File: src/rtl/hbm_rd_req_gen.sv
// HBM AXI3 read-address generator.
// Streams the b (label) region and then the a (feature) region as fixed-length INCR
// bursts for each epoch. The number of bursts in flight is capped by counting RLAST
// completions observed on the R channel.

`ifndef MEM_RD_A_TAG
`define MEM_RD_A_TAG 6'd1
`endif
`ifndef MEM_RD_B_TAG
`define MEM_RD_B_TAG 6'd2
`endif

module hbm_rd_req_gen #(
    parameter int                    ADDR_WIDTH      = 33,
    parameter int                    ID_WIDTH        = 6,
    parameter int                    BURST_LEN       = 8,
    parameter int                    MAX_OUTSTANDING = 16,
    parameter logic [ID_WIDTH-1:0]   A_TAG           = `MEM_RD_A_TAG,
    parameter logic [ID_WIDTH-1:0]   B_TAG           = `MEM_RD_B_TAG
) (
    input  logic                   clk,
    input  logic                   rst,
    input  logic                   start,
    input  logic [ADDR_WIDTH-1:0]  addr_a,
    input  logic [ADDR_WIDTH-1:0]  addr_b,
    input  logic [31:0]            data_length,
    input  logic [31:0]            b_length,
    input  logic [31:0]            num_epochs,
    output logic                   m_axi_ARVALID,
    input  logic                   m_axi_ARREADY,
    output logic [ADDR_WIDTH-1:0]  m_axi_ARADDR,
    output logic [ID_WIDTH-1:0]    m_axi_ARID,
    output logic [3:0]             m_axi_ARLEN,
    output logic [2:0]             m_axi_ARSIZE,
    output logic [1:0]             m_axi_ARBURST,
    input  logic                   m_axi_RVALID,
    input  logic                   m_axi_RREADY,
    input  logic                   m_axi_RLAST,
    output logic                   busy,
    output logic                   done,
    output logic [31:0]            ar_a_counter,
    output logic [31:0]            ar_b_counter,
    output logic [31:0]            epoch_counter,
    output logic [7:0]             outstanding
);

    localparam int                    BURST_BYTES = 32 * BURST_LEN;
    localparam int                    ALIGN_BITS  = $clog2(BURST_BYTES);
    localparam logic [ADDR_WIDTH-1:0] ALIGN_MASK  = {{(ADDR_WIDTH-ALIGN_BITS){1'b1}}, {ALIGN_BITS{1'b0}}};
    localparam logic [ADDR_WIDTH-1:0] STEP        = ADDR_WIDTH'(BURST_BYTES);
    localparam logic [32:0]           BB33        = 33'(BURST_BYTES);
    localparam logic [7:0]            MAX_OUT     = 8'(MAX_OUTSTANDING);

    typedef enum logic [2:0] {
        S_IDLE    = 3'd0,
        S_ISSUE_B = 3'd1,
        S_ISSUE_A = 3'd2,
        S_DRAIN   = 3'd3,
        S_DONE    = 3'd4
    } state_t;

    state_t                  r_state;
    logic                    r_arvalid;
    logic [ADDR_WIDTH-1:0]   r_araddr;
    logic [ID_WIDTH-1:0]     r_arid;
    logic [ADDR_WIDTH-1:0]   r_base_a;
    logic [ADDR_WIDTH-1:0]   r_base_b;
    logic [31:0]             r_na;
    logic [31:0]             r_nb;
    logic [31:0]             r_epochs;
    logic [31:0]             r_idx;
    logic [31:0]             r_ar_a_cnt;
    logic [31:0]             r_ar_b_cnt;
    logic [31:0]             r_epoch_cnt;
    logic [7:0]              r_outstanding;
    logic                    r_busy;
    logic                    r_done;

    logic                    w_hs;
    logic                    w_rlast;
    logic [7:0]              w_out_next;
    logic                    w_credit_ok;
    logic [31:0]             w_na_in;
    logic [31:0]             w_nb_in;
    logic [ADDR_WIDTH-1:0]   w_base_a_in;
    logic [ADDR_WIDTH-1:0]   w_base_b_in;
    logic [31:0]             w_region_cnt;
    logic                    w_last_in_region;
    logic                    w_more_epochs;

    // Burst counts per region, rounded up to whole bursts.
    assign w_na_in     = 32'((({1'b0, data_length} + BB33 - 33'd1) / BB33));
    assign w_nb_in     = 32'((({1'b0, b_length}    + BB33 - 33'd1) / BB33));
    assign w_base_a_in = addr_a & ALIGN_MASK;
    assign w_base_b_in = addr_b & ALIGN_MASK;

    assign w_hs    = r_arvalid & m_axi_ARREADY;
    // A completion with nothing in flight is spurious and must not underflow the count.
    assign w_rlast = m_axi_RVALID & m_axi_RREADY & m_axi_RLAST & (r_outstanding != 8'd0);

    assign w_region_cnt     = (r_state == S_ISSUE_B) ? r_nb : r_na;
    assign w_last_in_region = (r_idx == (w_region_cnt - 32'd1));
    assign w_more_epochs    = (({1'b0, r_epoch_cnt} + 33'd1) < {1'b0, r_epochs});

    // Next-cycle in-flight count; ARVALID for the next cycle is gated on it so that
    // whenever ARVALID is high the registered count is below the cap.
    always_comb begin
        w_out_next = r_outstanding;
        if (w_hs && !w_rlast) begin
            w_out_next = r_outstanding + 8'd1;
        end else if (!w_hs && w_rlast) begin
            w_out_next = r_outstanding - 8'd1;
        end
    end

    assign w_credit_ok = (w_out_next < MAX_OUT);

    // In-flight burst counter: +1 per AR handshake, -1 per observed RLAST.
    always_ff @(posedge clk or posedge rst) begin
        if (rst) begin
            r_outstanding <= 8'd0;
        end else begin
            r_outstanding <= w_out_next;
        end
    end

    // Sequencing FSM: latches the job, walks b then a bursts per epoch, drains, reports.
    always_ff @(posedge clk or posedge rst) begin
        if (rst) begin
            r_state     <= S_IDLE;
            r_arvalid   <= 1'b0;
            r_araddr    <= '0;
            r_arid      <= '0;
            r_base_a    <= '0;
            r_base_b    <= '0;
            r_na        <= 32'd0;
            r_nb        <= 32'd0;
            r_epochs    <= 32'd0;
            r_idx       <= 32'd0;
            r_ar_a_cnt  <= 32'd0;
            r_ar_b_cnt  <= 32'd0;
            r_epoch_cnt <= 32'd0;
            r_busy      <= 1'b0;
            r_done      <= 1'b0;
        end else begin
            r_done <= 1'b0;
            case (r_state)
                S_IDLE: begin
                    if (start) begin
                        r_base_a    <= w_base_a_in;
                        r_base_b    <= w_base_b_in;
                        r_na        <= w_na_in;
                        r_nb        <= w_nb_in;
                        r_epochs    <= (num_epochs == 32'd0) ? 32'd1 : num_epochs;
                        r_idx       <= 32'd0;
                        r_ar_a_cnt  <= 32'd0;
                        r_ar_b_cnt  <= 32'd0;
                        r_epoch_cnt <= 32'd0;
                        if (w_nb_in != 32'd0) begin
                            r_state   <= S_ISSUE_B;
                            r_araddr  <= w_base_b_in;
                            r_arid    <= B_TAG;
                            r_arvalid <= w_credit_ok;
                            r_busy    <= 1'b1;
                        end else if (w_na_in != 32'd0) begin
                            r_state   <= S_ISSUE_A;
                            r_araddr  <= w_base_a_in;
                            r_arid    <= A_TAG;
                            r_arvalid <= w_credit_ok;
                            r_busy    <= 1'b1;
                        end else begin
                            r_state <= S_DONE;
                            r_done  <= 1'b1;
                        end
                    end
                end

                S_ISSUE_B, S_ISSUE_A: begin
                    if (w_hs) begin
                        if (r_state == S_ISSUE_B) begin
                            r_ar_b_cnt <= r_ar_b_cnt + 32'd1;
                        end else begin
                            r_ar_a_cnt <= r_ar_a_cnt + 32'd1;
                        end
                        if (w_last_in_region) begin
                            r_idx <= 32'd0;
                            if ((r_state == S_ISSUE_B) && (r_na != 32'd0)) begin
                                r_state   <= S_ISSUE_A;
                                r_araddr  <= r_base_a;
                                r_arid    <= A_TAG;
                                r_arvalid <= w_credit_ok;
                            end else begin
                                // Epoch ends on its final burst (the a region, or b if a is empty).
                                r_epoch_cnt <= r_epoch_cnt + 32'd1;
                                if (w_more_epochs) begin
                                    if (r_nb != 32'd0) begin
                                        r_state  <= S_ISSUE_B;
                                        r_araddr <= r_base_b;
                                        r_arid   <= B_TAG;
                                    end else begin
                                        r_state  <= S_ISSUE_A;
                                        r_araddr <= r_base_a;
                                        r_arid   <= A_TAG;
                                    end
                                    r_arvalid <= w_credit_ok;
                                end else begin
                                    r_state   <= S_DRAIN;
                                    r_arvalid <= 1'b0;
                                end
                            end
                        end else begin
                            r_idx     <= r_idx + 32'd1;
                            r_araddr  <= r_araddr + STEP;
                            r_arvalid <= w_credit_ok;
                        end
                    end else begin
                        // No handshake: the count cannot rise, so a raised ARVALID stays up.
                        r_arvalid <= w_credit_ok;
                    end
                end

                S_DRAIN: begin
                    if (r_outstanding == 8'd0) begin
                        r_state <= S_DONE;
                        r_done  <= 1'b1;
                        r_busy  <= 1'b0;
                    end
                end

                S_DONE: begin
                    r_state <= S_IDLE;
                end

                default: begin
                    r_state <= S_IDLE;
                end
            endcase
        end
    end

    assign m_axi_ARVALID = r_arvalid;
    assign m_axi_ARADDR  = r_araddr;
    assign m_axi_ARID    = r_arid;
    assign m_axi_ARLEN   = 4'(BURST_LEN - 1);
    assign m_axi_ARSIZE  = 3'b101;
    assign m_axi_ARBURST = 2'b01;
    assign busy          = r_busy;
    assign done          = r_done;
    assign ar_a_counter  = r_ar_a_cnt;
    assign ar_b_counter  = r_ar_b_cnt;
    assign epoch_counter = r_epoch_cnt;
    assign outstanding   = r_outstanding;

endmodule

File: config.mk
export PLATFORM = sky130hd
export DESIGN_NAME = hbm_rd_req_gen
export DESIGN_NICKNAME = d
export VERILOG_FILES = /design/src/rtl/hbm_rd_req_gen.sv
export SDC_FILE = /design/constraint.sdc
export NUM_CORES = 1
export LEC_CHECK = 0
export CAP_MARGIN = 20
export CORE_MARGIN = 4
export CORE_UTILIZATION = 23
export DETAILED_ROUTE_END_ITERATION = 6
export PLACE_DENSITY = 0.45
export SETUP_SLACK_MARGIN = 0.5
export SYNTH_ARGS = -nofsm -noshare
export SYNTH_HDL_FRONTEND = slang
export SYNTH_SLANG_ARGS = --single-unit
export TNS_END_PERCENT = 100
File: constraint.sdc
create_clock -name clk -period 27 [get_ports clk]
set_clock_uncertainty 0.1 [all_clocks]
set_input_delay 8.1 -clock clk [delete_from_list [all_inputs] [get_ports clk]]
set_output_delay 8.1 -clock clk [all_outputs]
set_load 0.01 [all_outputs]
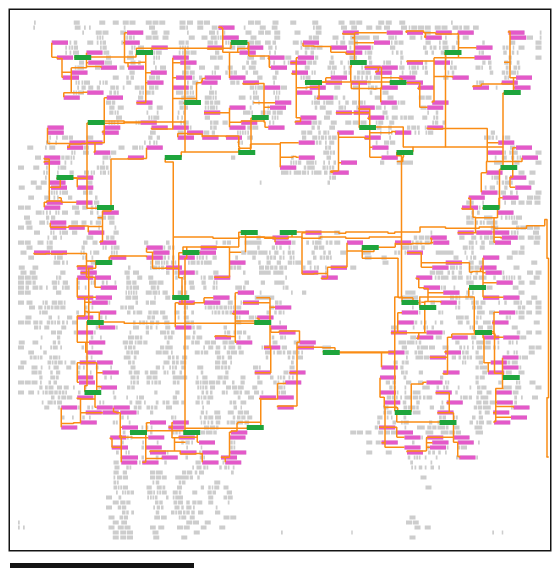
**Above:** clock wires, drivers and flops.
The bar under the picture is 100 um long.
legend:
  green:
    item: clock drivers
    count: 39
  magenta:
    item: flip-flops
    count: 301
  orange:
    item: clock wires
    length: 5230 um
flops lie: widely spread
routed clock nets: 40
total clock network power: 526 uW
portion of total power attributed to the clock network: 24.7%

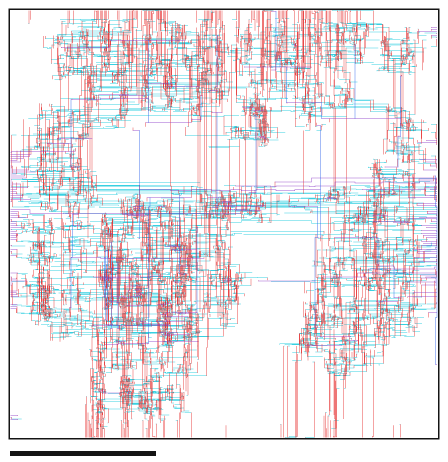
**Above:** wiring by layer.
The bar under the picture is 100 um long.
legend:
  blue:
    layer: metal 4
    wire_length: 1380 um
  purple:
    layer: metal 3
    wire_length: 3090 um
  cyan:
    layer: metal 1
    wire_length: 28.0 mm
  red:
    layer: metal 2
    wire_length: 29.0 mm
WL per Instance: 17.6 um
total routing usage reported by global routing: 13.7%
number of vias after detailed routing: 16600
Post-Route WL: 61500 um

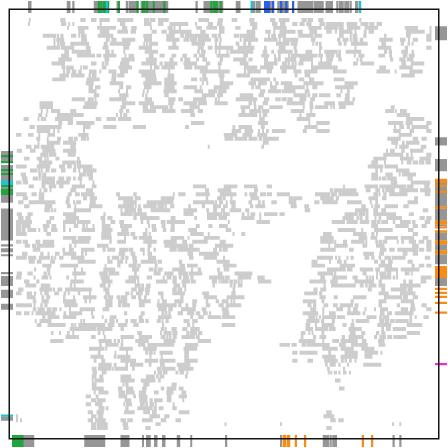
**Above:** ports around the boundary.
Pins as bars across the die edge, other pins in grey.
legend:
  blue:
    port: outstanding
    pins: 8
    direction: output
    edge: top
  cyan:
    port: m_axi_ARID
    pins: 6
    direction: output
    edge: 3 left, 3 top
  orange:
    port: epoch_counter
    pins: 32
    direction: output
    edge: 24 right, 8 bottom
  green:
    port: addr_a
    pins: 33
    direction: input
    edge: 17 top, 8 bottom, 8 left
  magenta:
    port: clk
    pins: 1
    direction: input
    edge: right
all pins by edge: 120 top, 75 right, 68 bottom, 61 left
Chip Width: 294 um
Port Buffers: 286
vertical die size: 294 um

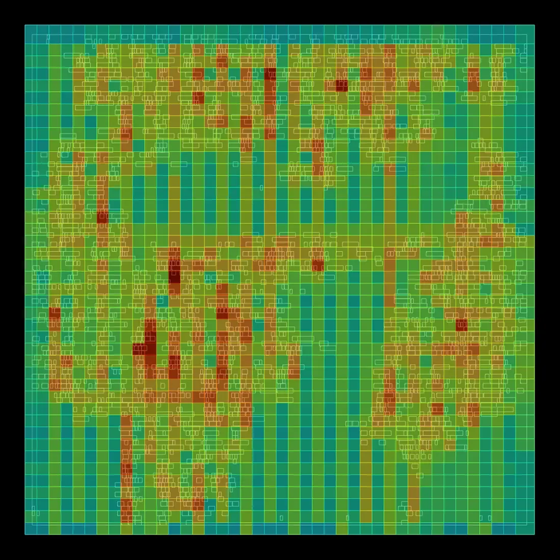
**Above:** congestion heat map.
global-route met3 utilization: 2.32%
met2 demand-to-capacity share in global routing: 23.2%

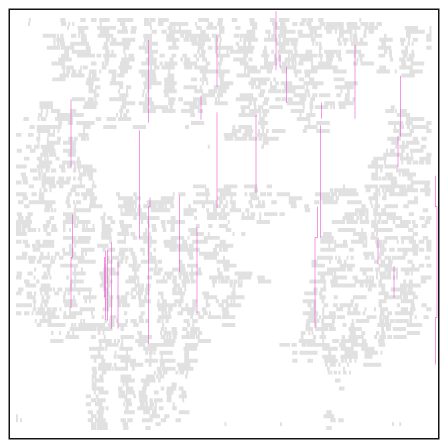
**Above:** metal 4.
main direction: vertical
nets with wire on the layer: 17

==> flow_metrics.py <==
# Metrics from the implementation run
metrics = {
    "yosys": {
        "ys_sh_aoi_pct": 12.4,
        "yosysSeqAreaShare_pct": 40.1,
        "ys_area_um2": 18800,
        "asyncSetResetFlopFracSynth_pct": 100,
        "largest_area_cell": "dfrtp_1",
        "yosysTopAreaCellShare_pct": 40.1,
        "yosys.cell_types.count": 81,
        "syn_avg_cell_area_um2": 8.64,
        "synth-cells-yosys": 2174,
        "synth-adder-area-share_pct": 2.80,
        "simple_gate_portion_of_the_synthesized_area_pct": 25.2,
        "count_of_flip_flops_with_a_built_in_enable_after_synthesis": 0,
        "commonest_cells_in_the_synthesized_netlist": "nand2_1 (369), dfrtp_1 (301), nor2_1 (161)",
    },
    "final_layout": {
        "clkCellAreaFrac_pct": 5.40,
        "seq_area_share_pct": 31.5,
        "n_clock_buffer": 59,
        "nets": 2621,
        "layout.area.top_class": "combinational gates",
        "layout-area-overhead-vs-synth_pct": 27.4,
        "combGateArea_um2": 10500,
        "final_common_cell": "nand2_1",
        "finish.instance_area_um2": 23900,
        "antenna_cells_inserted": 0,
        "signal_buffers": 307,
        "layout.buffer.nonclock.area_share_pct": 12.7,
        "post-route-util_pct": 29.7,
        "nMultiInputCombCells": 1694,
        "num-fill-cells": 8578,
        "layout.non_clock_inverters": 67,
    },
    "final_timing": {
        "final-setup-viol-count": 0,
        "setup_repair_after_global_routing_missed_its_margin": "false",
        "report.final.slew_viol_count": 0,
        "timing.setup.tns_ns": 0,
        "highest_attainable_clock_frequency_mhz": 80.1,
        "report.final.hold_viol_count": 0,
        "final_period_minus_worst_setup_slack_ns": 12.48,
        "timing.final.ws_setup_ns": 14.52,
    },
    "clocking": {
        "cells_resized_by_post_cts_repair": 0,
        "number_of_cts_inserted_buffers": 39,
        "h-tree-depth": 2,
        "clock_insertion_delay_worst_skew_ns": 0.55,
        "clk_pin_slew_ns": 0.05,
    },
    "critical_path": {
        "crit_path_max_incr_delay_ns": 0.72,
        "timing.critical_path.to_type": "flop",
        "cp_num_cells": 12,
        "critPathKind": "primary input to flop",
        "r2r_end": "m_axi_ARID[1]",
        "crit_path_max_fanout": 45,
        "crit_path_frequent_cell": "buf_4",
        "crit_end": "m_axi_ARADDR[15]",
        "r2r_slack_ns": 21.21,
        "r2r_start": "r_state[0]",
        "crit_slowest_cell": "nor4_1",
    },
    "grt": {
        "grt_start_max_net_pins": 119,
        "grt_pass1_wl_um": 95500,
        "grt_busiest_layer": "met2",
        "globalRouteMet1Util_pct": 18.3,
        "grt_remaining_overflow": 0,
    },
    "detailed_routing": {
        "met3RoutedLength_um": 3090,
        "remaining_drc_errors": 0,
        "wire_length_on_met2_um": 29000,
        "detailedRoute.firstIterationViolations": 856,
        "route.layer.met1.wl_um": 28000,
    },
    "die": {
        "initCoreUtil_pct": 23.3,
        "placement_rows": 104,
    },
    "pwr": {
        "p_total_mw": 2.13,
        "top_power_group": "combinational cells",
        "p_seq_uw": 728,
        "powerComb_uw": 873,
        "power.leakage_nw": 10.1,
        "p_seq_share_pct": 34.2,
    },
    "min_path": {
        "hold_path_startpoint": "r_base_b[10]",
        "hold_depth": 2,
        "timing.hold.worst.class": "flop to flop",
    },
    "outcome": {
        "run_status": "finished, final reports clean",
    },
    "placed_design": {
        "pre_cts_ws_ns": 13.98,
        "placement.cell_area_um2": 22600,
    },
}
No activity file was given, so power comes from the tool's default toggle rates.
